Figure 1. Clock routing.
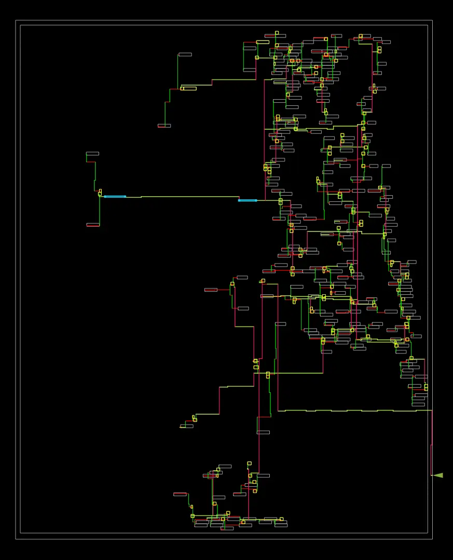
Figure 2. Clock distribution.
Scale bar: 100 um.
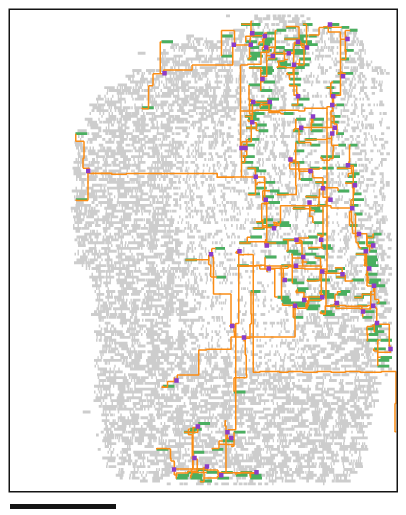
**src/rtl/mdu_pkg.sv**
```systemverilog
// Shared types for the HI/LO multiply/divide unit: operation codes, FSM
// states, divide latency and the sign-application helper.
package mdu_pkg;

  typedef enum logic [2:0] {
    MD_NONE = 3'd0,
    MULT    = 3'd1,
    MULTU   = 3'd2,
    DIV     = 3'd3,
    DIVU    = 3'd4,
    MTHI    = 3'd5,
    MTLO    = 3'd6
  } md_op_e;

  typedef enum logic [2:0] {
    ST_IDLE     = 3'd0,
    ST_MUL      = 3'd1,
    ST_DIV_PREP = 3'd2,
    ST_DIV_ITER = 3'd3,
    ST_DIV_FIX  = 3'd4
  } mdu_state_e;

  // One prep cycle, 32 restoring steps, one fix-up cycle.
  localparam int DIV_CYCLES = 34;
  localparam int DIV_STEPS  = 32;

  // Two's-complement negate when neg is set; used for operand magnitude
  // and for restoring the signs of quotient and remainder.
  function automatic logic [31:0] apply_sign(input logic [31:0] v, input logic neg);
    return neg ? (~v + 32'd1) : v;
  endfunction

endpackage

```
**src/rtl/mdu_divider.sv**
```systemverilog
// 32-step unsigned restoring divider core. load_i seeds the partial
// remainder and the dividend shift register; each step_i retires one
// quotient bit. Datapath only, so no reset.
module mdu_divider (
  input  logic        clk_i,
  input  logic        load_i,
  input  logic        step_i,
  input  logic [31:0] dividend_i,
  input  logic [31:0] divisor_i,
  output logic [31:0] quot_o,
  output logic [31:0] rem_o
);

  logic [31:0] rem_q, rem_d;
  logic [31:0] quot_q, quot_d;
  logic [31:0] dvsr_q, dvsr_d;
  logic [32:0] shifted;
  logic [32:0] diff;
  logic        ge;

  // One restoring step: shift in the next dividend bit, subtract if it fits.
  // A zero divisor always "fits", giving an all-ones quotient and the
  // dividend as remainder.
  always_comb begin
    rem_d   = rem_q;
    quot_d  = quot_q;
    dvsr_d  = dvsr_q;
    shifted = {rem_q, quot_q[31]};
    diff    = shifted - {1'b0, dvsr_q};
    ge      = (shifted >= {1'b0, dvsr_q});
    if (load_i) begin
      rem_d  = 32'd0;
      quot_d = dividend_i;
      dvsr_d = divisor_i;
    end else if (step_i) begin
      rem_d  = ge ? diff[31:0] : shifted[31:0];
      quot_d = {quot_q[30:0], ge};
    end
  end

  // Divider state registers.
  always_ff @(posedge clk_i) begin
    rem_q  <= rem_d;
    quot_q <= quot_d;
    dvsr_q <= dvsr_d;
  end

  assign quot_o = quot_q;
  assign rem_o  = rem_q;

endmodule

```
**src/rtl/mult_div_unit.sv**
```systemverilog
// HI/LO multiply/divide unit. Holds architectural HI/LO, runs MULT/MULTU
// over MUL_CYCLES and DIV/DIVU over DIV_CYCLES, and raises busy_o as a
// stall request while an operation is in flight.
// Optional feature macro: MDU_DIV_ZERO_FAST_EN (divide by zero completes
// after a single busy cycle). MDU_PROTOCOL_ASSERT_EN adds a simulation
// check that start_i is never raised while busy.
module mult_div_unit
  import mdu_pkg::*;
#(
  parameter int MUL_CYCLES = 3
) (
  input  logic        clk_i,
  input  logic        rst_ni,
  input  logic        start_i,
  input  md_op_e      op_i,
  input  logic [31:0] src_a_i,
  input  logic [31:0] src_b_i,
  input  logic        flush_i,
  output logic        busy_o,
  output logic        done_o,
  output logic [31:0] hi_o,
  output logic [31:0] lo_o
);

  mdu_state_e  state_q;
  logic        busy_q;
  logic        done_q;
  logic [31:0] hi_q;
  logic [31:0] lo_q;
  logic [5:0]  cnt_q;
  logic        neg_quot_q;
  logic        neg_rem_q;
  logic        div_zero_q;

  logic [31:0] a_q;
  logic [31:0] b_q;
  md_op_e      op_q;

  logic        accept;
  logic        mul_signed;
  logic signed [63:0] mul_a;
  logic signed [63:0] mul_b;
  logic signed [63:0] prod_p0;
  logic        div_signed;
  logic [31:0] abs_a;
  logic [31:0] abs_b;
  logic [31:0] quot;
  logic [31:0] rem;
  logic [31:0] fix_hi;
  logic [31:0] fix_lo;
  logic        div_load;
  logic        div_step;

  localparam logic [5:0] MUL_LAST = 6'(MUL_CYCLES - 1);
  localparam logic [5:0] DIV_LAST = 6'(DIV_STEPS - 1);

  // A new op is taken only in IDLE (busy_o low) and never alongside a flush.
  assign accept = start_i && (state_q == ST_IDLE) && !flush_i;

  // Operand capture at the issue edge; datapath only, so no reset.
  always_ff @(posedge clk_i) begin
    if (accept) begin
      a_q  <= src_a_i;
      b_q  <= src_b_i;
      op_q <= op_i;
    end
  end

  // Product, magnitudes and sign-corrected divide results from captured operands.
  always_comb begin
    mul_signed = (op_q == MULT);
    mul_a      = {{32{mul_signed & a_q[31]}}, a_q};
    mul_b      = {{32{mul_signed & b_q[31]}}, b_q};
    prod_p0    = mul_a * mul_b;
    div_signed = (op_q == DIV);
    abs_a      = apply_sign(a_q, div_signed & a_q[31]);
    abs_b      = apply_sign(b_q, div_signed & b_q[31]);
    fix_lo     = div_zero_q ? 32'hFFFF_FFFF : apply_sign(quot, neg_quot_q);
    fix_hi     = div_zero_q ? a_q : apply_sign(rem, neg_rem_q);
  end

  assign div_load = (state_q == ST_DIV_PREP);
  assign div_step = (state_q == ST_DIV_ITER);

  mdu_divider u_divider (
    .clk_i      (clk_i),
    .load_i     (div_load),
    .step_i     (div_step),
    .dividend_i (abs_a),
    .divisor_i  (abs_b),
    .quot_o     (quot),
    .rem_o      (rem)
  );

  // Control FSM with registered busy/done and the architectural HI/LO.
  always_ff @(posedge clk_i or negedge rst_ni) begin
    if (!rst_ni) begin
      state_q    <= ST_IDLE;
      busy_q     <= 1'b0;
      done_q     <= 1'b0;
      hi_q       <= 32'd0;
      lo_q       <= 32'd0;
      cnt_q      <= 6'd0;
      neg_quot_q <= 1'b0;
      neg_rem_q  <= 1'b0;
      div_zero_q <= 1'b0;
    end else begin
      done_q <= 1'b0;
      if (flush_i) begin
        state_q <= ST_IDLE;
        busy_q  <= 1'b0;
      end else begin
        case (state_q)
          ST_IDLE: begin
            if (start_i) begin
              case (op_i)
                MULT, MULTU: begin
                  state_q <= ST_MUL;
                  busy_q  <= 1'b1;
                  cnt_q   <= 6'd0;
                end
                DIV, DIVU: begin
                  busy_q <= 1'b1;
`ifdef MDU_DIV_ZERO_FAST_EN
                  if (src_b_i == 32'd0) begin
                    state_q    <= ST_DIV_FIX;
                    div_zero_q <= 1'b1;
                  end else begin
                    state_q <= ST_DIV_PREP;
                  end
`else
                  state_q <= ST_DIV_PREP;
`endif
                end
                MTHI:    hi_q <= src_a_i;
                MTLO:    lo_q <= src_a_i;
                default: ;
              endcase
            end
          end
          ST_MUL: begin
            if (cnt_q == MUL_LAST) begin
              hi_q    <= prod_p0[63:32];
              lo_q    <= prod_p0[31:0];
              state_q <= ST_IDLE;
              busy_q  <= 1'b0;
              done_q  <= 1'b1;
            end else begin
              cnt_q <= cnt_q + 6'd1;
            end
          end
          ST_DIV_PREP: begin
            neg_quot_q <= div_signed & (a_q[31] ^ b_q[31]);
            neg_rem_q  <= div_signed & a_q[31];
            div_zero_q <= (b_q == 32'd0);
            cnt_q      <= 6'd0;
            state_q    <= ST_DIV_ITER;
          end
          ST_DIV_ITER: begin
            if (cnt_q == DIV_LAST) begin
              state_q <= ST_DIV_FIX;
            end else begin
              cnt_q <= cnt_q + 6'd1;
            end
          end
          ST_DIV_FIX: begin
            hi_q    <= fix_hi;
            lo_q    <= fix_lo;
            state_q <= ST_IDLE;
            busy_q  <= 1'b0;
            done_q  <= 1'b1;
          end
          default: begin
            state_q <= ST_IDLE;
            busy_q  <= 1'b0;
          end
        endcase
      end
    end
  end

`ifdef MDU_PROTOCOL_ASSERT_EN
  // A new issue while busy means the hazard unit failed to stall D.
  always @(posedge clk_i) begin
    if (rst_ni) begin
      assert (!(start_i && busy_q)) else $error("mult_div_unit: start_i while busy");
    end
  end
`endif

  assign busy_o = busy_q;
  assign done_o = done_q;
  assign hi_o   = hi_q;
  assign lo_o   = lo_q;

endmodule

```
**config.mk**
```make
export PLATFORM = sky130hd
export DESIGN_NAME = mult_div_unit
export DESIGN_NICKNAME = d
export VERILOG_FILES = /design/src/rtl/mdu_pkg.sv /design/src/rtl/mdu_divider.sv /design/src/rtl/mult_div_unit.sv
export SDC_FILE = /design/constraint.sdc
export NUM_CORES = 2
export LEC_CHECK = 0
export ABC_AREA = 1
export CORE_ASPECT_RATIO = 1.25
export CORE_MARGIN = 4
export CORE_UTILIZATION = 35
export CTS_BUF_LIST = sky130_fd_sc_hd__clkbuf_4
export DETAILED_ROUTE_END_ITERATION = 8
export PLACE_DENSITY = 0.58
export SLEW_MARGIN = 5
export SYNTH_ARGS = -nofsm -noshare
export SYNTH_HDL_FRONTEND = slang
export SYNTH_SLANG_ARGS = --single-unit
```
**constraint.sdc**
```tcl
create_clock -name clk_i -period 10.2 [get_ports clk_i]
set_clock_uncertainty 0.15 [all_clocks]
set_input_delay 1.53 -clock clk_i [delete_from_list [all_inputs] [get_ports clk_i]]
set_output_delay 1.53 -clock clk_i [all_outputs]
set_load 0.005 [all_outputs]
```
==> impl_metrics.ini <==
; flow metrics
[drt]
viasPerCell = 5.10
routed_wl_um = 221000
drtAntennaViolNets = 0

[synthesis]
synth_cell_types = 55
ff_type = edfxtp_1
syn_area_um2 = 56100
ys_sh_adder_pct = 45.7
synthTopLogicFamily = adder cells
yosys_cells = 7383
yosys_warnings = 0

[placement]
dp_cells = 9427

[status]
status = complete, no violations

[layout]
nMultiInputCombCells = 4869
drive_gt1_share_pct = 4.70
most-common-layout-cells = nand2_1 (1961), inv_1 (1927), fa_1 (1126)
seqCellArea_um2 = 6530
mi_logic_area_um2 = 41000
final_nets = 8876
buffers = 304
area_delta_synth_final_pct = 8.90
bufAreaShareNonClock_pct = 4.42

[global_route]
overflow = 0
gr-usage-all-layers_pct = 26.5
antenna_found_initial = 11

[timing]
rsz0062_at_grt = false
maxSlewHeadroom_pct = 18.2
hold_viol = 0

[die]
ios = 137
die_w_um = 366
die_h_um = 456

[setup_path]
timing.rr.start = op_q[0]
r2r-end = hi_o[30]
critPathMaxStageDelay_ns = 0.83
worstSetupEndpoint = hi_o[30]

[job]
cap_violations = 0

[clock_network]
root_buffer = clkbuf_4
## Picture notes: Figure 1
Clock Latency Late Sink: 1.04 ns
TritonCTS Buffers: 74

## Picture notes: Figure 2
[purple] cells driving clock nets | count: 74
[orange] clock wires | length: 5920 um
[green] flip-flops | count: 241
routed clock nets: 75

==> Yosys cell counts, types with 6 or more instances <==
cell         n
a21boi_0     8
a21oi_1    231
a31oi_1      9
a41oi_1     10
buf_1       65
buf_2       31
clkbuf_1   232
dfrtp_1     78
dfxtp_1     32
edfxtp_1   131
fa_1      1126
ha_1       251
inv_1     1927
inv_2       10
nand2_1   1961
nand3_1    312
nand3b_1    18
nand4_1     44
nor2_1     428
nor2_2       9
nor3_1      47
o211ai_1    11
o21ai_0    176
o21ai_1     27
o21bai_1    22
o22ai_1      6
o31ai_1     13
or2_1       10
or2_2       21
xnor2_1     29
xor2_1      57
==> routing by layer <==
layer	track usage [%]	up-vias	part of all wire (%)
li1	-	21623	-
met1	32.6	24686	39
met2	45.9	2017	49
met3	3.33	498	6.6
met4	13.1	6	6.0
met5	0	-	0.022
